==> run_1/m1.png <==
Scale bar: 50 um. Cells faint in the background.
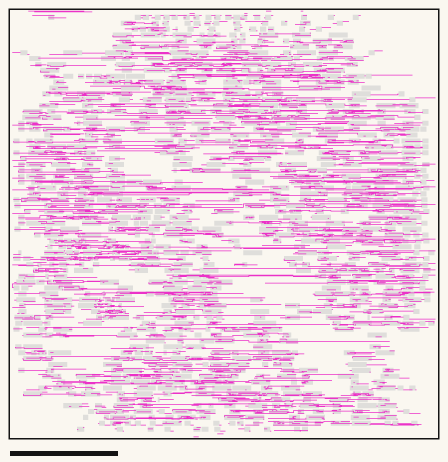
==> run_1/m2.png <==
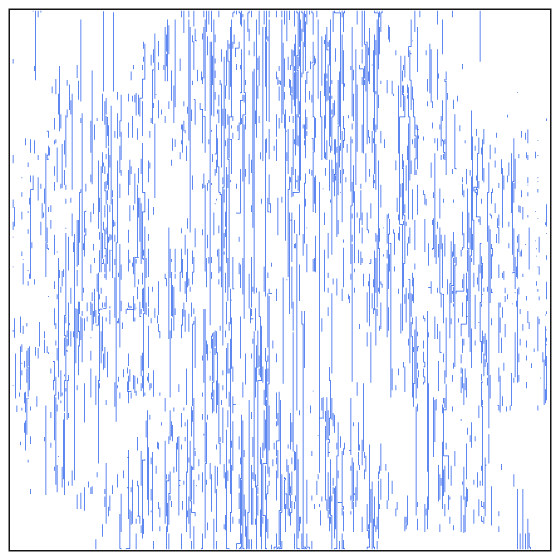
==> run_1/m3.png <==
Scale bar: 50 um.
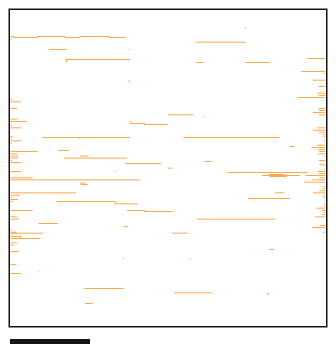
==> config.mk <==
export PLATFORM = sky130hd
export DESIGN_NAME = fir_coeff_ctrl
export DESIGN_NICKNAME = d
export VERILOG_FILES = /design/src/rtl/fir_coeff_ctrl.sv
export SDC_FILE = /design/constraint.sdc
export NUM_CORES = 1
export LEC_CHECK = 0
export CAP_MARGIN = 20
export CORE_MARGIN = 1
export CORE_UTILIZATION = 34
export CTS_CLUSTER_SIZE = 20
export DETAILED_ROUTE_END_ITERATION = 12
export PLACE_DENSITY = 0.55
export SYNTH_ARGS = -nofsm -noshare
export SYNTH_HDL_FRONTEND = slang
export SYNTH_SLANG_ARGS = --single-unit
==> constraint.sdc <==
create_clock -name iClk_12M -period 1.68 [get_ports iClk_12M]
set_input_delay 0.336 -clock iClk_12M [delete_from_list [all_inputs] [get_ports iClk_12M]]
set_output_delay 0.336 -clock iClk_12M [all_outputs]
set_load 0.01 [all_outputs]
==> src/rtl/fir_coeff_ctrl.sv <==
// fir_coeff_ctrl: sample strobe generator, input sample register and
// double-buffered coefficient bank feeding the transposed 10-tap FIR MAC.
// New coefficient sets are written into a shadow bank over a valid/ready
// port and copied to the active bank in one step on a sample strobe edge.
// Optional macro FIR_DEFAULT_COEFF_EN: both banks reset to a default
// low-pass set instead of all zeros.
module fir_coeff_ctrl #(
    parameter int CLK_DIV = 40,
    parameter int NUM_TAP = 10,
    parameter int COEFF_W = 16
) (
    input  logic                       iClk_12M,
    input  logic                       iRsn,
    input  logic                       iUpdateReq,
    input  logic                       iWrValid,
    input  logic [COEFF_W-1:0]         iWrData,
    output logic                       oWrReady,
    input  logic [2:0]                 iSampleIn,
    output logic [2:0]                 oFirIn,
    output logic                       oEnSample_300k,
    output logic [NUM_TAP*COEFF_W-1:0] oCoeff,
    output logic                       oBusy,
    output logic                       oCommit
);

    localparam int CNT_W  = (CLK_DIV > 1) ? $clog2(CLK_DIV) : 1;
    localparam int IDX_W  = (NUM_TAP > 1) ? $clog2(NUM_TAP) : 1;
    localparam int BANK_W = NUM_TAP * COEFF_W;

    localparam logic [1:0] ST_IDLE        = 2'd0;
    localparam logic [1:0] ST_LOAD        = 2'd1;
    localparam logic [1:0] ST_WAIT_COMMIT = 2'd2;

`ifdef FIR_DEFAULT_COEFF_EN
    // Symmetric low-pass set, tap 9 in the most significant slot.
    localparam logic [10*COEFF_W-1:0] DEFAULT_SET = {
        COEFF_W'(-2),  COEFF_W'(5),   COEFF_W'(-14), COEFF_W'(39),  COEFF_W'(127),
        COEFF_W'(127), COEFF_W'(39),  COEFF_W'(-14), COEFF_W'(5),   COEFF_W'(-2)
    };
    localparam logic [BANK_W-1:0] RESET_BANK = BANK_W'(DEFAULT_SET);
`else
    localparam logic [BANK_W-1:0] RESET_BANK = '0;
`endif

    logic [CNT_W-1:0]                  cnt_q, cnt_d;
    logic                              strobe_q, strobe_d;
    logic [2:0]                        fir_in_q, fir_in_d;
    logic [1:0]                        state_q, state_d;
    logic [IDX_W-1:0]                  idx_q, idx_d;
    logic [NUM_TAP-1:0][COEFF_W-1:0]   shadow_q, shadow_d;
    logic [NUM_TAP-1:0][COEFF_W-1:0]   active_q, active_d;
    logic                              commit_q, commit_d;

    // Free-running divider, registered wrap strobe and strobe-qualified sample register.
    always_comb begin
        strobe_d = (cnt_q == CNT_W'(CLK_DIV - 1));
        cnt_d    = strobe_d ? '0 : cnt_q + 1'b1;
        fir_in_d = strobe_q ? iSampleIn : fir_in_q;
    end

    // Load/commit FSM: fills the shadow bank, then swaps it in on a strobe edge.
    always_comb begin
        state_d  = state_q;
        idx_d    = idx_q;
        shadow_d = shadow_q;
        active_d = active_q;
        commit_d = 1'b0;
        case (state_q)
            ST_IDLE: begin
                if (iUpdateReq) begin
                    state_d = ST_LOAD;
                    idx_d   = '0;
                end
            end
            ST_LOAD: begin
                // A restart request takes priority over a coincident write.
                if (iUpdateReq) begin
                    idx_d = '0;
                end else if (iWrValid) begin
                    shadow_d[idx_q] = iWrData;
                    if (idx_q == IDX_W'(NUM_TAP - 1)) begin
                        state_d = ST_WAIT_COMMIT;
                        idx_d   = '0;
                    end else begin
                        idx_d = idx_q + 1'b1;
                    end
                end
            end
            ST_WAIT_COMMIT: begin
                // The MAC uses the old bank on this strobe edge; the new one is seen from the next.
                if (strobe_q) begin
                    active_d = shadow_q;
                    commit_d = 1'b1;
                    state_d  = ST_IDLE;
                end
            end
            default: begin
                state_d = ST_IDLE;
                idx_d   = '0;
            end
        endcase
    end

    // State registers with asynchronous active-low reset.
    always_ff @(posedge iClk_12M or negedge iRsn) begin
        if (!iRsn) begin
            cnt_q    <= '0;
            strobe_q <= 1'b0;
            fir_in_q <= '0;
            state_q  <= ST_IDLE;
            idx_q    <= '0;
            shadow_q <= RESET_BANK;
            active_q <= RESET_BANK;
            commit_q <= 1'b0;
        end else begin
            cnt_q    <= cnt_d;
            strobe_q <= strobe_d;
            fir_in_q <= fir_in_d;
            state_q  <= state_d;
            idx_q    <= idx_d;
            shadow_q <= shadow_d;
            active_q <= active_d;
            commit_q <= commit_d;
        end
    end

    assign oEnSample_300k = strobe_q;
    assign oFirIn         = fir_in_q;
    assign oCoeff         = active_q;
    assign oCommit        = commit_q;
    assign oBusy          = (state_q != ST_IDLE);
    assign oWrReady       = (state_q == ST_LOAD);

endmodule
==> metrics.yaml, run 1 <==
tightest_slew_ns: 0.4354
preCtsSetupSlack_ns: -0.4510
timing.final.crit_share: 1.103
buf_share: 0.1677
io_pins: 190
cts_tree: "done"
maxCapViolCount: 0
worstPathRequired_ns: 2.08
cts-root-buf: "clkbuf_16"
placementRows: 71
path_cells: "buf_6 > nand4bb_4 > buf_6 > nor4b_4 > buf_6 > clkbuf_16 > mux2_4"
finalWorstPathRequiredPeriod_ns: 1.853
drive_gt1_frac: 0.4678
flop_cell: "dfrtp_1"
power_w: 0.01825
worstSetupPathType: "reg -> reg"
ys_seq_share: 0.6463
drc: 0
adder_share: 0.0009590
nets: 1069
max_freq_mhz: 539.6
clock-skew-final_ns: 0.01319
p_seq_frac: 0.484
critical_path.max_stage_delay_ns: 0.41
die_x_um: 197.9
grt_pass1_vias: 7588
critical-path-top-delay-family: "buffers and inverters"
synth.top_cell.area_share: 0.6463
diodes: 0
top_area_cell: "dfrtp_1"
ys_sh_aoi: 0.006425
cts.sinks: 337
logic_area_um2: 4891
synthArstFlopShare: 1.000
worstPathArrival_ns: 2.25
die_y_um: 197.9
clk_latency_ns: 0.52
outcome: "finished with violations"
fp_nets: 793
clock_path_buffers: 3
sh_comb_area: 0.2674
dominant_cells: "registers"
ys_warn_count: 0
nonClockBufferCount: 286
numPortBuffers: 189
drt_iter0_drc: 236
hold_viol_final: 0
yosysChipArea_um2: 13050
grt_pass1_wl_um: 48070
worstPathMaxFanout: 8
synth.comb.largest_family: "multiplexers"
clockPowerShare: 0.452
ys_cells: 769
nMultiInputCombCells: 379
htree_levels: 2
yosysUniqueCellTypes: 43
fill_cells: 3303
path_buffers: 4
switching_share: 0.2219
vias_per_cell: 4.664
synth.most_common_cell: "dfrtp_1"
worstHoldPathType: "in -> async"
grt.total_usage: 0.1648
antenna_found_initial: 0
ff_count: 337
cts_made_buffers: 38
enable_flop_cells: 0
crit_path_top_delay_cell: "dfrtp_1"
setup_viol: 296
p_comb_w: 0.00117
worst_slack_ns: -0.1731
switchingPower_w: 0.004051
nNonClkInverters: 3
clk_transition_reported_paths_ns: 0.06
leakage_nw: 9.894
mostFrequentLayoutCells: "336 x dfrtp_1, 189 x mux2_4, 164 x dlygate4sd2_1"
hold_buffers: 1
synthTopCellsByCount: "337 x dfrtp_1, 283 x mux2_2, 40 x mux2_4"
dieArea_um2: 39160
synthTopCellsByArea: "dfrtp_1 65%, mux2_2 24%, mux2_4 4.6%"
synth_area_per_cell_um2: 16.97
area_growth_pct: 40.20
post-route-util: 0.4845
taps: 511
grt_max_degree: 53
path_common_cell: "buf_6"
setup_tns_ns: -18.96
dpl-instance-area_um2: 16230
mux_area_frac: 0.2903
worstSetupStartpointType: "register"
clock_cell_area_share: 0.06785
maxSlewHeadroom: 0.7097
fin_area_um2: 18290
endpoint_kind: "register"
seq_share: 0.4611
rsz0062_at_grt: "yes"
top_power_group: "sequential cells"
antenna_left: 0
stdcell_count: 1582
post_drt_wl_per_cell_um: 21.17
post_cts_resized: 234
powerClk_w: 0.00824
drt_pass1_iterations: 4
place.gp.congestion: 0.7127
ys.flops: 337
power_density_nw_per_um2: 997.7
place_inst: 1494
ir_drop_mv: 0.5767
synth_cells: 769
post-cts-setup-buffers: 6
xor_share: 0.002014
core_util_floorplan: 0.3456
seq_power_w: 0.00884
combPwrFrac: 0.064
drv_slew: 0
register_area_um2: 8434
intPower_w: 0.01420
rrSetupSlack_ns: -0.17
synth_area_um2: 13050
overflow: 0
lay_top_count: "dfrtp_1"
place_hpwl_um: 20450
ys_sh_simple: 0.02954
whs_ns: 0.3271
core_area_um2: 37760
warnings: 29
violations: "setup timing"
clock_buffers: 53
## Picture notes: m1.png
The wires run mostly horizontal. 974 nets have wire on it. The longest straight run is 71.8 um. The layer carries 16100 um of wire.

## Picture notes: m2.png
1031 nets have wire on it. The wires run mostly vertical.
routed vias: 7378
final wirelength: 33490 um
GR met2 Demand/Resource: 0.2620

## Picture notes: m3.png
The layer carries 1310 um of wire. 105 nets have wire on it. The layer holds 3.9% of the routed length. The wires run mostly horizontal.
M3 GR Usage: 0.02947

## run 1: registers in the layout (all words and copies together), names as in the netlist
signal,count
oFirIn,3
shadow_q,160
oCoeff,160
cnt_q,6
oCommit,1
idx_q,4
state_q,2
oEnSample_300k,1
## run 1: metal layers
layer	GRT usage	routed length, um
met2	0.2620	15540
met5	0	0
met4	0.03962	517
met3	0.02947	1312
met1	0.2330	16120
## run 1: final timing paths
kind,to,start,depth (start not counted)
worst max register to register,shadow_q[3],state_q[1],7
min in group iClk_12M,oFirIn[2],iSampleIn[2],2
worst min-delay path,shadow_q[20],iRsn,2
worst max-delay path,shadow_q[3],state_q[1],7
worst min register to register,cnt_q[0],cnt_q[0],1
max in group asynchronous,oCoeff[67],iRsn,3
==> run_1/clock_nets.png <==
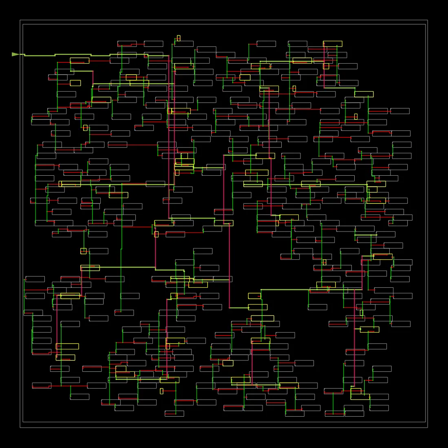

==> run 2: changes to the inputs <==
- CORE_MARGIN: 1 -> 3
- GPL_TIMING_DRIVEN: not set -> 0
==> run_2/clock_nets.png <==
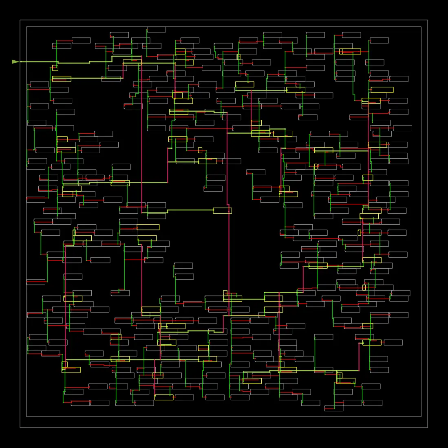
total clock sinks: 337
clk pwr: 0.00845 W

==> run 2 against run 1 <==
The run still ends with setup timing left. Sequential share of layout area up 1.4 points. Combinational power shrank 7%. Via count decreased by 0.81%. Critical path type unchanged. Highest routed layer unchanged.
==> metrics.yaml, run 2 <==
dpl-instance-area_um2: 15540  # -4.2%
die_x_um: 201.9  # +2.0%
dieArea_um2: 40760  # +4.1%
synthTopCellsByArea: "dfrtp_1 65%, mux2_2 24%, mux2_4 4.6%"
drt_iter0_drc: 260  # +10%
power_w: 0.01833  # +0.41%
lay_top_count: "dfrtp_1"
preCtsSetupSlack_ns: -0.9520  # -0.5011 ns
crit_start: "state_q[0]"
whs_ns: 0.3297  # +0.002555 ns
fin_area_um2: 17760  # -2.9%
ys_sh_aoi: 0.006425  # unchanged
path_cells: "buf_6 > nand4bb_1 > buf_6 > buf_6 > nor3b_4 > buf_6 > buf_8 > mux2_4"
synth_area_um2: 13050  # unchanged
antenna_found_initial: 2  # +2
synth.most_common_cell: "dfrtp_1"
clock-skew-final_ns: 0.009116  # -0.004072 ns
placementRows: 71  # unchanged
worstPathRequired_ns: 2.08  # about the same
synthTopCellsByCount: "337 x dfrtp_1, 283 x mux2_2, 40 x mux2_4"
setup_viol: 107  # -64%
max_freq_mhz: 555.4  # +2.9%
post_drt_wl_per_cell_um: 21.36  # +0.89%
seq_share: 0.4749  # +0.01384
grt.total_usage: 0.1598  # -0.004974
leakage_nw: 9.553  # -3.4%
drive_gt1_frac: 0.4618  # -0.006031
synthArstFlopShare: 1.000  # unchanged
taps: 511  # unchanged
clock_buffers: 60  # +13%
post-cts-setup-buffers: 28  # +22
xor_share: 0.002014  # unchanged
seq_power_w: 0.00879  # -0.6%
worstPathMaxFanout: 5  # -3
drc: 0  # unchanged
numPortBuffers: 173  # -8.5%
grt_max_degree: 101  # +91%
grt_pass1_wl_um: 49320  # +2.6%
vias_per_cell: 4.661  # about the same
finalWorstPathRequiredPeriod_ns: 1.800  # -0.05271 ns
fill_cells: 3364  # +1.8%
register_area_um2: 8436  # about the same
nMultiInputCombCells: 379  # unchanged
stdcell_count: 1570  # -0.76%
setup_tns_ns: -3.988  # +14.97 ns
nNonClkInverters: 3  # unchanged
post-route-util: 0.4705  # -0.01405
crit_path_top_delay_cell: "dfrtp_1"
outcome: "finished with violations"
worst_slack_ns: -0.1204  # +0.05271 ns
clk_transition_reported_paths_ns: 0.06  # about the same
switchingPower_w: 0.003924  # -3.1%
ir_drop_mv: 0.6405  # +11%
core_util_floorplan: 0.3456  # unchanged
intPower_w: 0.01440  # +1.4%
clock_cell_area_share: 0.07319  # +0.005338
combPwrFrac: 0.059  # -0.005
p_seq_frac: 0.480  # -0.004
endpoint_kind: "register"
worstSetupPathType: "reg -> reg"
sh_comb_area: 0.2556  # -0.01181
warnings: 31  # +6.9%
p_comb_w: 0.00109  # -7%
rsz0062_at_grt: "yes"
synth.comb.largest_family: "multiplexers"
r2r_start: "state_q[0]"
ys_sh_simple: 0.02954  # unchanged
clockPowerShare: 0.461  # +0.009
reg2reg_depth: 8  # +1
core_area_um2: 37760  # unchanged
maxSlewHeadroom: 0.2807  # -0.4290
diodes: 0  # unchanged
path_common_cell: "buf_6"
cts-root-buf: "clkbuf_16"
violations: "setup timing"
ys_cells: 769  # unchanged
nonClockBufferCount: 273  # -4.5%
r2r_end: "shadow_q[123]"
adder_share: 0.0009590  # unchanged
antenna_left: 0  # unchanged
tightest_slew_ns: 1.079  # +0.6435 ns
htree_levels: 2  # unchanged
overflow: 0  # unchanged
die_y_um: 201.9  # +2.0%
==> run_2/m1.png <==
Scale bar: 50 um. Cells faint in the background.
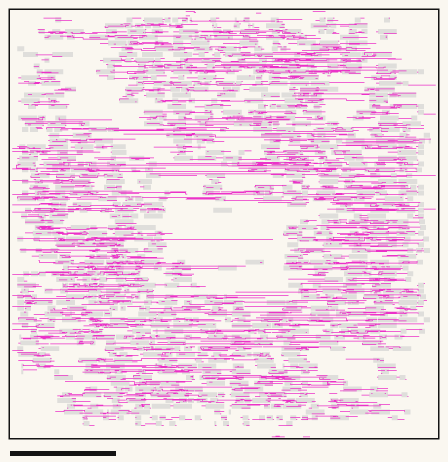
The wires run mostly horizontal. 945 nets have wire on it. The layer carries 15000 um of wire. The longest straight run is 86.0 um. The layer holds 45% of the routed length.
GR Util met1: 0.2152
routed vias: 7318
final wirelength: 33530 um

run 2: cell count changes in the layout (fill, tap and decap cells not counted), sizes merged:
cell / previous run / this run
buf: 89 / 88
bufinv: 3 / 2
clkbuf: 63 / 74
clkdlybuf4s15: 1 / 0
clkdlybuf4s50: 21 / 5
clkinv: 6 / 2
clkinvlp: 2 / 3
dlygate4sd2: 164 / 165
inv: 5 / 3
run 2: layer usage:
metal | GRT usage | wire (um)
met5 | 0 | 0
met1 | 0.2152 | 15020
met3 | 0.03463 | 1685
met4 | 0.04112 | 672
met2 | 0.2643 | 16150
run 2: critical path: cells and delay by family, from the launching register on:
| kind | cells | cell delay, ns |
|---|---|---|
| buf+inv | 5 | 0.67 |
| flops | 1 | 0.36 |
| mux | 1 | 0.30 |
| simple gates | 2 | 0.34 |
Power and IR drop assume default switching activity.
